`config.mk`:
```
export PLATFORM = sky130hd
export DESIGN_NAME = cmp_scan_harness
export DESIGN_NICKNAME = d
export VERILOG_FILES = /design/src/rtl/cmp_harness_pkg.sv /design/src/rtl/cmp_lane_sreg.sv /design/src/rtl/cmp_scan_harness.sv
export SDC_FILE = /design/constraint.sdc
export NUM_CORES = 1
export LEC_CHECK = 0
export CAP_MARGIN = 10
export CORE_ASPECT_RATIO = 0.75
export CORE_MARGIN = 2
export CORE_UTILIZATION = 45
export CTS_BUF_LIST = sky130_fd_sc_hd__clkbuf_8
export CTS_CLUSTER_DIAMETER = 120
export DETAILED_ROUTE_END_ITERATION = 8
export PLACE_DENSITY = 0.77
export SLEW_MARGIN = 20
export SYNTH_ARGS = -nofsm -noshare
export SYNTH_HDL_FRONTEND = slang
export SYNTH_SLANG_ARGS = --single-unit
```
`constraint.sdc`:
```
create_clock -name clk -period 8.2 [get_ports clk]
set_input_delay 1.64 -clock clk [delete_from_list [all_inputs] [get_ports clk]]
set_output_delay 1.64 -clock clk [all_outputs]
set_load 0.02 [all_outputs]
```
`src/rtl/cmp_harness_pkg.sv`:
```
// cmp_harness_pkg: shared mode and capture-state encodings for the compressor scan harness
package cmp_harness_pkg;
    typedef enum logic [1:0] {HOLD = 2'b00, SHIFT_IN = 2'b01, CAPTURE = 2'b10, SHIFT_OUT = 2'b11} mode_t;
    typedef enum logic [1:0] {IDLE, WAIT, VALID, DRAIN} cap_state_t;
endpackage

```
`src/rtl/cmp_lane_sreg.sv`:
```
// cmp_lane_sreg: WIDTH-bit serial-in shift register, LSB entry, shifts when en is high
module cmp_lane_sreg #(
    parameter int WIDTH = 14
) (
    input  logic             clk,
    input  logic             rst,
    input  logic             en,
    input  logic             din,
    output logic [WIDTH-1:0] q
);
    logic [WIDTH-1:0] q_q, q_d;
    // next value: shift din in at the LSB when enabled
    always_comb q_d = en ? {q_q[WIDTH-2:0], din} : q_q;
    // lane register
    always_ff @(posedge clk or posedge rst)
        if (rst) q_q <= '0;
        else     q_q <= q_d;
    assign q = q_q;
endmodule

```
`src/rtl/cmp_scan_harness.sv`:
```
// cmp_scan_harness: serial operand load, latency-aware result capture and serial readout
module cmp_scan_harness
    import cmp_harness_pkg::*;
#(
    parameter int NCH   = 14,
    parameter int WIDTH = 14,
    parameter int DW    = 18,
    parameter int LAT   = 0
) (
    input  logic                 clk,
    input  logic                 rst,
    input  logic [1:0]           mode,
    input  logic [NCH-1:0]       din,
    output logic [NCH*WIDTH-1:0] src,
    input  logic [DW-1:0]        dst,
    output logic                 dout,
    output logic                 loaded,
    output logic                 res_valid,
    output logic                 drained
);
    localparam int IW = $clog2(WIDTH + 1);
    localparam int OW = $clog2(DW + 1);
    localparam int LW = (LAT > 0) ? $clog2(LAT + 1) : 1;

    mode_t      m;
    cap_state_t state_q, state_d;
    logic [DW-1:0] res_q, res_d;
    logic [IW-1:0] in_cnt_q, in_cnt_d;
    logic [OW-1:0] out_cnt_q, out_cnt_d;
    logic [LW-1:0] lat_cnt_q, lat_cnt_d;
    logic          drained_q, drained_d;

    assign m = mode_t'(mode);

    for (genvar i = 0; i < NCH; i++) begin : g_lane
        cmp_lane_sreg #(.WIDTH(WIDTH)) u_lane (
            .clk(clk),
            .rst(rst),
            .en (m == SHIFT_IN),
            .din(din[i]),
            .q  (src[i*WIDTH +: WIDTH])
        );
    end

    // load counter: saturates at WIDTH, cleared by any capture request
    always_comb begin
        in_cnt_d = in_cnt_q;
        if (m == SHIFT_IN && in_cnt_q != IW'(WIDTH)) in_cnt_d = in_cnt_q + IW'(1);
        if (m == CAPTURE) in_cnt_d = '0;
    end

    // capture FSM: SHIFT_IN invalidates everything, capture restarts, WAIT counts out the latency
    always_comb begin
        state_d   = state_q;
        res_d     = res_q;
        lat_cnt_d = lat_cnt_q;
        out_cnt_d = out_cnt_q;
        drained_d = drained_q;
        if (m == SHIFT_IN) begin
            state_d   = IDLE;
            drained_d = 1'b0;
        end else if (m == CAPTURE && state_q != WAIT) begin
            out_cnt_d = '0;
            drained_d = 1'b0;
            lat_cnt_d = '0;
            state_d   = (LAT == 0) ? VALID : WAIT;
            res_d     = (LAT == 0) ? dst : res_q;
        end else if (state_q == WAIT) begin
            lat_cnt_d = lat_cnt_q + LW'(1);
            if (lat_cnt_q == LW'(LAT - 1)) begin
                res_d   = dst;
                state_d = VALID;
            end
        end else if (m == SHIFT_OUT && (state_q == VALID || state_q == DRAIN)) begin
            res_d     = {res_q[DW-2:0], 1'b0};
            out_cnt_d = out_cnt_q + OW'(1);
            drained_d = (out_cnt_d == OW'(DW));
            state_d   = drained_d ? IDLE : DRAIN;
        end
    end

    // state and datapath registers
    always_ff @(posedge clk or posedge rst)
        if (rst) begin
            state_q   <= IDLE;
            res_q     <= '0;
            in_cnt_q  <= '0;
            out_cnt_q <= '0;
            lat_cnt_q <= '0;
            drained_q <= 1'b0;
        end else begin
            state_q   <= state_d;
            res_q     <= res_d;
            in_cnt_q  <= in_cnt_d;
            out_cnt_q <= out_cnt_d;
            lat_cnt_q <= lat_cnt_d;
            drained_q <= drained_d;
        end

    assign dout      = res_q[DW-1];
    assign loaded    = (in_cnt_q == IW'(WIDTH));
    assign res_valid = (state_q == VALID || state_q == DRAIN);
    assign drained   = drained_q;
endmodule
```
==> run_1/layer_met2.png <==
Drawn at 1.5 px/um.
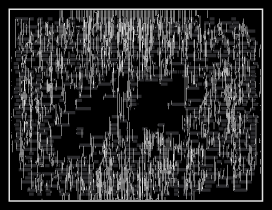
The longest straight run is 41.1 um. The wires run mostly vertical. The layer holds 45% of the routed length. The layer carries 9760 um of wire.
met2 track demand over resource: 30.5%
total number of vias: 7290

==> run_1/layer_met3.png <==
Drawn at 1.5 px/um.
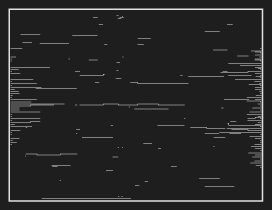
The layer holds 6.1% of the routed length. The longest straight run is 59.1 um. 126 nets have wire on it. The wires run mostly horizontal. The layer carries 1340 um of wire.
DRT Wirelength: 21.8 mm
global-route met3 utilization: 4.37%

==> PnR_summary.wiki, run 1 <==
=== Physical design figures ===
{| class="wikitable"
! Metric !! Value
|-
| Placed inst area || between 0.01 and 0.015 mm2
|-
| Floorplan die width || around 170 um
|-
| Final ANT Viol Nets || 0
|-
| Setup Viol. Count Final || 0
|-
| Final hold viol count || 0
|-
| RSZ-0062 raised after global routing || false
|-
| CTS Root Buffer Type || clkbuf_8
|-
| Antenna violations before repair || 0
|-
| Hold_buf cts || 0
|-
| Worst flop-to-flop path startpoint || state_q[1]
|-
| Clock Skews || roughly 0.018 ns
|-
| Data required time of the worst path || around 8.6 ns
|-
| Cell count after synthesis || 1001
|-
| Iteration count of the initial detailed-routing pass || 5
|-
| Sequential area share after synthesis || 62.7%
|-
| Place WS || around 3.6 ns
|-
| Via density per instance || roughly 4.8
|-
| Critical path startpoint category || input pin
|-
| CTS tree || yes
|-
| Number of enable-type register cells in the synthesized netlist || 0
|-
| Wire length of the first global-routing pass || 35.6 mm
|-
| Max_slew headroom || a little over a third
|-
| Floorplan-stage core utilization || approximately 46%
|-
| FF+latch count, synth || around 230
|-
| Slew at the pin closest to its max-slew limit || 0.954 ns
|-
| Overflow after GRT || 0
|-
| Reported leakage power || around 6.3 nW
|-
| Max Fclk || around 240 MHz
|-
| Net Switching || 1.16 mW
|-
| Share of total power consumed by net switching || 32.9%
|-
| Fraction of power consumed by the clock network || between 20% and 30%
|-
| HPWL after detailed placement || between 10 and 15 mm
|-
| PnR Total Power || 3.52 mW
|-
| Status || finished clean
|-
| Logic depth of the worst register-to-register path || 3
|-
| Max-slew violation total from the final report || 0
|-
| Ys cells || ~1000
|-
| Fraction of registers with async set/reset || 100%
|-
| Worst Min Path Start || g_lane[4].u_lane.q[13]
|-
| Count of unique library cells instantiated by Yosys || 38
|-
| Worst setup margin || around 4.1 ns
|}
==> run_1/congestion.png <==
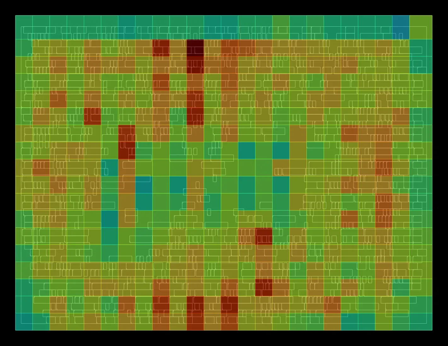
Total GRT Usage: 20.5%
routed length per placed instance: 14.5 um
post-route core utilization: 62.7%
GR met1 Demand/Resource: 29.7%

run 1: synth_stat cells (2+ instances only):
| master | instances | area (um2) |
|---|---|---|
| buf_6 | 3 | 33.8 |
| mux2i_1 | 18 | 180 |
| mux2_2 | 2 | 22.5 |
| nor2b_1 | 2 | 12.5 |
| o21ai_1 | 17 | 85.1 |
| inv_1 | 6 | 22.5 |
| buf_1 | 2 | 7.51 |
| o21bai_1 | 2 | 15.0 |
| o2bb2ai_1 | 2 | 17.5 |
| dfrtp_1 | 227 | 5680 |
| nand2_1 | 618 | 2320 |
| o21ai_0 | 8 | 40.0 |
| clkbuf_1 | 5 | 18.8 |
| xor2_1 | 2 | 17.5 |
| nand2b_1 | 2 | 12.5 |
| nor3_1 | 5 | 25.0 |
| nand3_1 | 7 | 35.0 |
| a21oi_1 | 4 | 20.0 |
| buf_4 | 16 | 120 |
| buf_2 | 25 | 125 |
| nor2_1 | 8 | 30.0 |
| ha_1 | 4 | 50.1 |
run 1: registers in the layout (all words and copies together) (netlist names):
name / flops
g_lane.u_lane.q: 196
out_cnt_q: 5
drained: 1
state_q: 2
lat_cnt_q: 1
in_cnt_q: 4
res_q: 18
run 1: power groups by stage:
stage	Combinational, mW	Sequential, mW	Clock [mW]
6_report	0.975	1.53	1.01
3_5_place_dp	0.984	1.55	0
2_1_floorplan	0.272	1.75	0
3_3_place_gp	0.964	1.54	0
5_1_grt	1.05	1.57	1.09
4_1_cts	0.987	1.53	1.04
run 1: metrics by stage:
stage,hold WS (ns),util [%],std cells
2_1_floorplan,0.437,-,1001
3_3_place_gp,0.457,58.7,1442
3_5_place_dp,0.466,58.7,1442
4_1_cts,0.482,62.7,1504
5_1_grt,0.496,62.7,1504
6_report,0.478,62.7,1504
run 1: critical path, delay by kind of cell:
| family | cells | cell delay [ns] |
|---|---|---|
| simple gates | 3 | 0.85 |
| buf+inv | 3 | 1.99 |
run 1: cell type report:
type,count,area [um2]
multi-input combinational,716,3060
sequential,227,5680
clock inverter,12,86.3
fill,1562,7290
tap,253,317
timing repair buffer,240,2390
inverter,6,30.0
clock buffer,50,688
run 1: logic make-up after synthesis:
kind of cell             Yosys count  synth area share (%)
AND/OR/NAND/NOR                  648                  27.6
flip-flops                       227                  62.7
multiplexers                      20                  2.24
adder cells (fa/ha/maj)            4                 0.552
AND-OR/OR-AND                     42                  2.98
buffers and inverters             58                  3.78
XOR/XNOR                           2                 0.193
run 1: cell usage in the layout, fill, tap and decap left out, types with 2 or more instances in the layout:
master             n
a21oi_1            4
buf_4              4
clkbuf_8          50
clkdlybuf4s50_1  235
clkinv_2           6
clkinvlp_4         2
dfrtp_1          227
ha_1               4
inv_1              8
mux2_2             2
mux2i_1           18
nand2_1          618
nand2_8            2
nand2b_1           2
nand3_1            7
nor2_1             8
nor3_1             5
o21ai_0            8
o21ai_1           17
o21bai_1           2
o2bb2ai_1          2
xor2_1             2
run 1: metal layers:
layer  share of wire (%)  global-route usage, %
met1                  46                   29.7
met3                 6.1                   4.37
met4                 3.2                   7.98
met2                  45                   30.5
met5                   0                      0
==> run_1/logic_types.png <==
Drawn at 3 px/um.
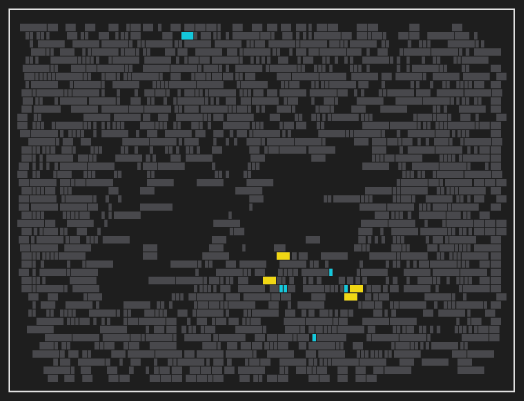

## Run 2: what changed since run 1
- PLACE_DENSITY: 0.77 -> 0.74
- clock period: 8.2 -> 3.9 ns (I/O delays scaled with it)
==> run_2/logic_types.png <==
Drawn at 3 px/um.
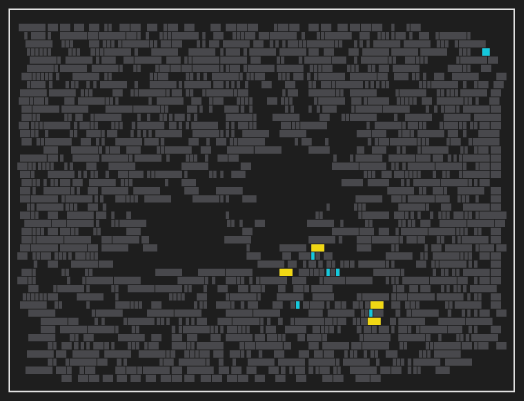
inv cells: shown in cyan, cells 6, most used inv_1. fa/ha/maj cells: shown in yellow, cells 4, most used ha_1.
combinational share of cell area: 24.9%
leading cell type in the layout, fill and taps excluded: nand2_1
Final Non-Filler Cells: 1508

==> PnR_summary.wiki, run 2 <==
=== Physical design figures ===
{| class="wikitable"
! Metric !! Value
|-
| Sequential area share after synthesis || between 60% and 70%
|-
| FF+latch count, synth || between 200 and 250
|-
| Post-CTS clock slew at the launch and capture registers of the worst setup and hold paths || approximately 0.060 ns
|-
| Routed length per placed instance || 14.5 um
|-
| Floorplan die width || 168 um
|-
| Iteration count of the initial detailed-routing pass || 4
|-
| TNS Setup || 0 ns
|-
| Via density per instance || 4.79
|-
| Logic depth of the worst register-to-register path || 5
|-
| Number of flip-flops under the largest register name || slightly below 200
|-
| Max_slew headroom || 54.7%
|-
| Fraction of power consumed by the clock network || 26.5%
|-
| Netlist area before placement || between 0.009 and 0.01 mm2
|-
| Fraction of final layout cells sized beyond drive strength 1 || under 10%
|-
| Sequential power share || 44.7%
|-
| Max Fclk || 351 MHz
|-
| Status || finished clean
|-
| Total number of vias || 7223
|-
| Clock Skews || approximately 0.024 ns
|-
| Critical path startpoint category || register
|-
| Diode count || 0
|-
| Count of unique library cells instantiated by Yosys || 38
|-
| Cell taking the most area after synthesis || dfrtp_1
|-
| I/O pin total || around 240
|-
| CTS tree || yes
|-
| Total GRT Usage || between 20% and 30%
|-
| Library cell with the highest instance count after synthesis || nand2_1
|-
| Net Switching || between 2 and 2.5 mW
|-
| Slew at the pin closest to its max-slew limit || between 0.6 and 0.7 ns
|-
| Floorplan-stage core utilization || 46.4%
|-
| Iteration-0 DRC count of the detailed router || around 510
|-
| Top Layout Cells || 618 x nand2_1, 235 x clkdlybuf4s50_1, 227 x dfrtp_1, 44 x clkbuf_8, 18 x mux2i_1
|-
| Wire length of the first global-routing pass || ~36 mm
|-
| Overall die area || 0.0213 mm2
|-
| Reported leakage power || roughly 6.3 nW
|-
| Final hold viol count || 0
|-
| Worst flop-to-flop path startpoint || out_cnt_q[0]
|-
| Share of total power consumed by net switching || between 30 and 40%
|-
| Filler Cell Count || 1632
|-
| Ys cells || between 1000 and 1500
|-
| Most utilized layer in the global route result || met1
|-
| CP Launch Point || in_cnt_q[0]
|-
| HPWL after detailed placement || ~14 mm
|-
| Setup Viol. Count Final || 0
|-
| Final ANT Viol Nets || 0
|-
| Post-route core utilization || 62.9%
|-
| DRT Wirelength || ~22 mm
|-
| Met2 track demand over resource || 29.9%
|-
| Data required time of the worst path || between 3 and 4 ns
|-
| Hold_buf cts || 0
|-
| Yosys Warn Count || 0
|-
| Number of enable-type register cells in the synthesized netlist || 0
|-
| DRC Markers || 0
|-
| Global-route met3 utilization || 5.68%
|-
| CTS Root Buffer Type || clkbuf_8
|-
| Post-synth top cells || 618 x nand2_1, 227 x dfrtp_1, 25 x buf_2, 18 x mux2i_1, 17 x o21ai_1
|-
| Max-slew violation total from the final report || 0
|-
| Area share, top type || a little over three fifths
|-
| Overflow after GRT || 0
|-
| Element type at the critical path end || output pin
|-
| Final critical path time including I/O delays and setup || 2.85 ns
|-
| RSZ-0062 raised after global routing || false
|-
| Antenna violations before repair || 0
|-
| Maximum VDD drop || between 0.3 and 0.4 mV
|-
| Fraction of registers with async set/reset || 100%
|-
| Worst min-delay path category || register to register
|-
| Most frequently used flop master after synthesis || dfrtp_1
|-
| Final layout net count || between 1000 and 1500
|-
| Cell count after synthesis || between 1000 and 1500
|-
| Top cells by area, synth || dfrtp_1 63%, nand2_1 26%, mux2i_1 2.0%
|-
| GR met1 Demand/Resource || about a third
|}
-- run 2: worst min-delay path by stage --
stage | from | end | slack [ns] | depth (start not counted)
6_report | g_lane[9].u_lane.q[13] | g_lane[9].u_lane.q[13] | 0.48 | 2
5_1_grt | g_lane[10].u_lane.q[5] | g_lane[10].u_lane.q[6] | 0.50 | 2
4_1_cts | g_lane[2].u_lane.q[4] | g_lane[2].u_lane.q[5] | 0.48 | 2
3_5_place_dp | g_lane[9].u_lane.q[13] | g_lane[9].u_lane.q[13] | 0.46 | 2
3_3_place_gp | g_lane[11].u_lane.q[13] | g_lane[11].u_lane.q[13] | 0.46 | 2
2_1_floorplan | res_q[0] | res_q[0] | 0.44 | 2
-- run 2: worst max-delay path: stages, from the launching register on --
cell and delay [ns]:
dfrtp_1 0.41, inv_1 0.09, ha_1 0.17, nand3_1 0.12
inv_1 0.12, clkdlybuf4s50_1 0.64
-- run 2: cell families after synthesis --
| kind of cell | synth area share (%) |
|---|---|
| adders and majority gates | 0.552 |
| DFF | 62.7 |
| buffers and inverters | 3.78 |
| xor gates and xnor gates | 0.193 |
| and+or+nand+nor | 27.6 |
| AOI/OAI and AO/OA | 2.98 |
| muxes | 2.24 |
-- run 2: layout make-up --
| type | count | area [um2] | share of cell area (%) |
|---|---|---|---|
| multi-input cells | 716 | 3060 | 24.9 |
| flip-flops and latches | 227 | 5680 | 46.2 |
| clock buffers | 44 | 606 | 4.93 |
| clock inverters | 14 | 62.6 | 0.509 |
| inverters | 6 | 26.3 | 0.214 |
| well taps | 253 | 317 | 2.58 |
| repair buffers | 248 | 2540 | 20.6 |
-- run 2: per-layer routing --
metal	routed length (um)	part of all wire [%]	vias to the layer above
li1	-	-	3566
met5	0	0	-
met1	10400	48	3422
met4	370	1.7	0
met3	1510	6.9	35
met2	9560	44	200
-- run 2: per-stage QoR --
stage                     hold WS (ns)  power, mW  cells  setup slack (ns)  cell area (um2)
after floorplan                  0.437       4.25   1001             0.154             9060
after global placement           0.459       5.29   1450              1.05            11600
after detailed placement         0.462       5.34   1450              1.01            11600
after CTS                        0.476       7.28   1508              1.01            12300
after global routing             0.504       7.62   1508             0.943            12300
final                            0.478       7.18   1508              1.05            12300
-- run 2: power groups by stage --
stage / Combinational, mW / Sequential (mW) / Clock, mW
3_3_place_gp: 2.06 / 3.23 / 0
5_1_grt: 2.24 / 3.29 / 2.09
4_1_cts: 2.10 / 3.21 / 1.97
2_1_floorplan: 0.572 / 3.67 / 0
6_report: 2.07 / 3.21 / 1.90
3_5_place_dp: 2.09 / 3.25 / 0
Power figures rest on the tool's default switching activity, not on a simulated workload.
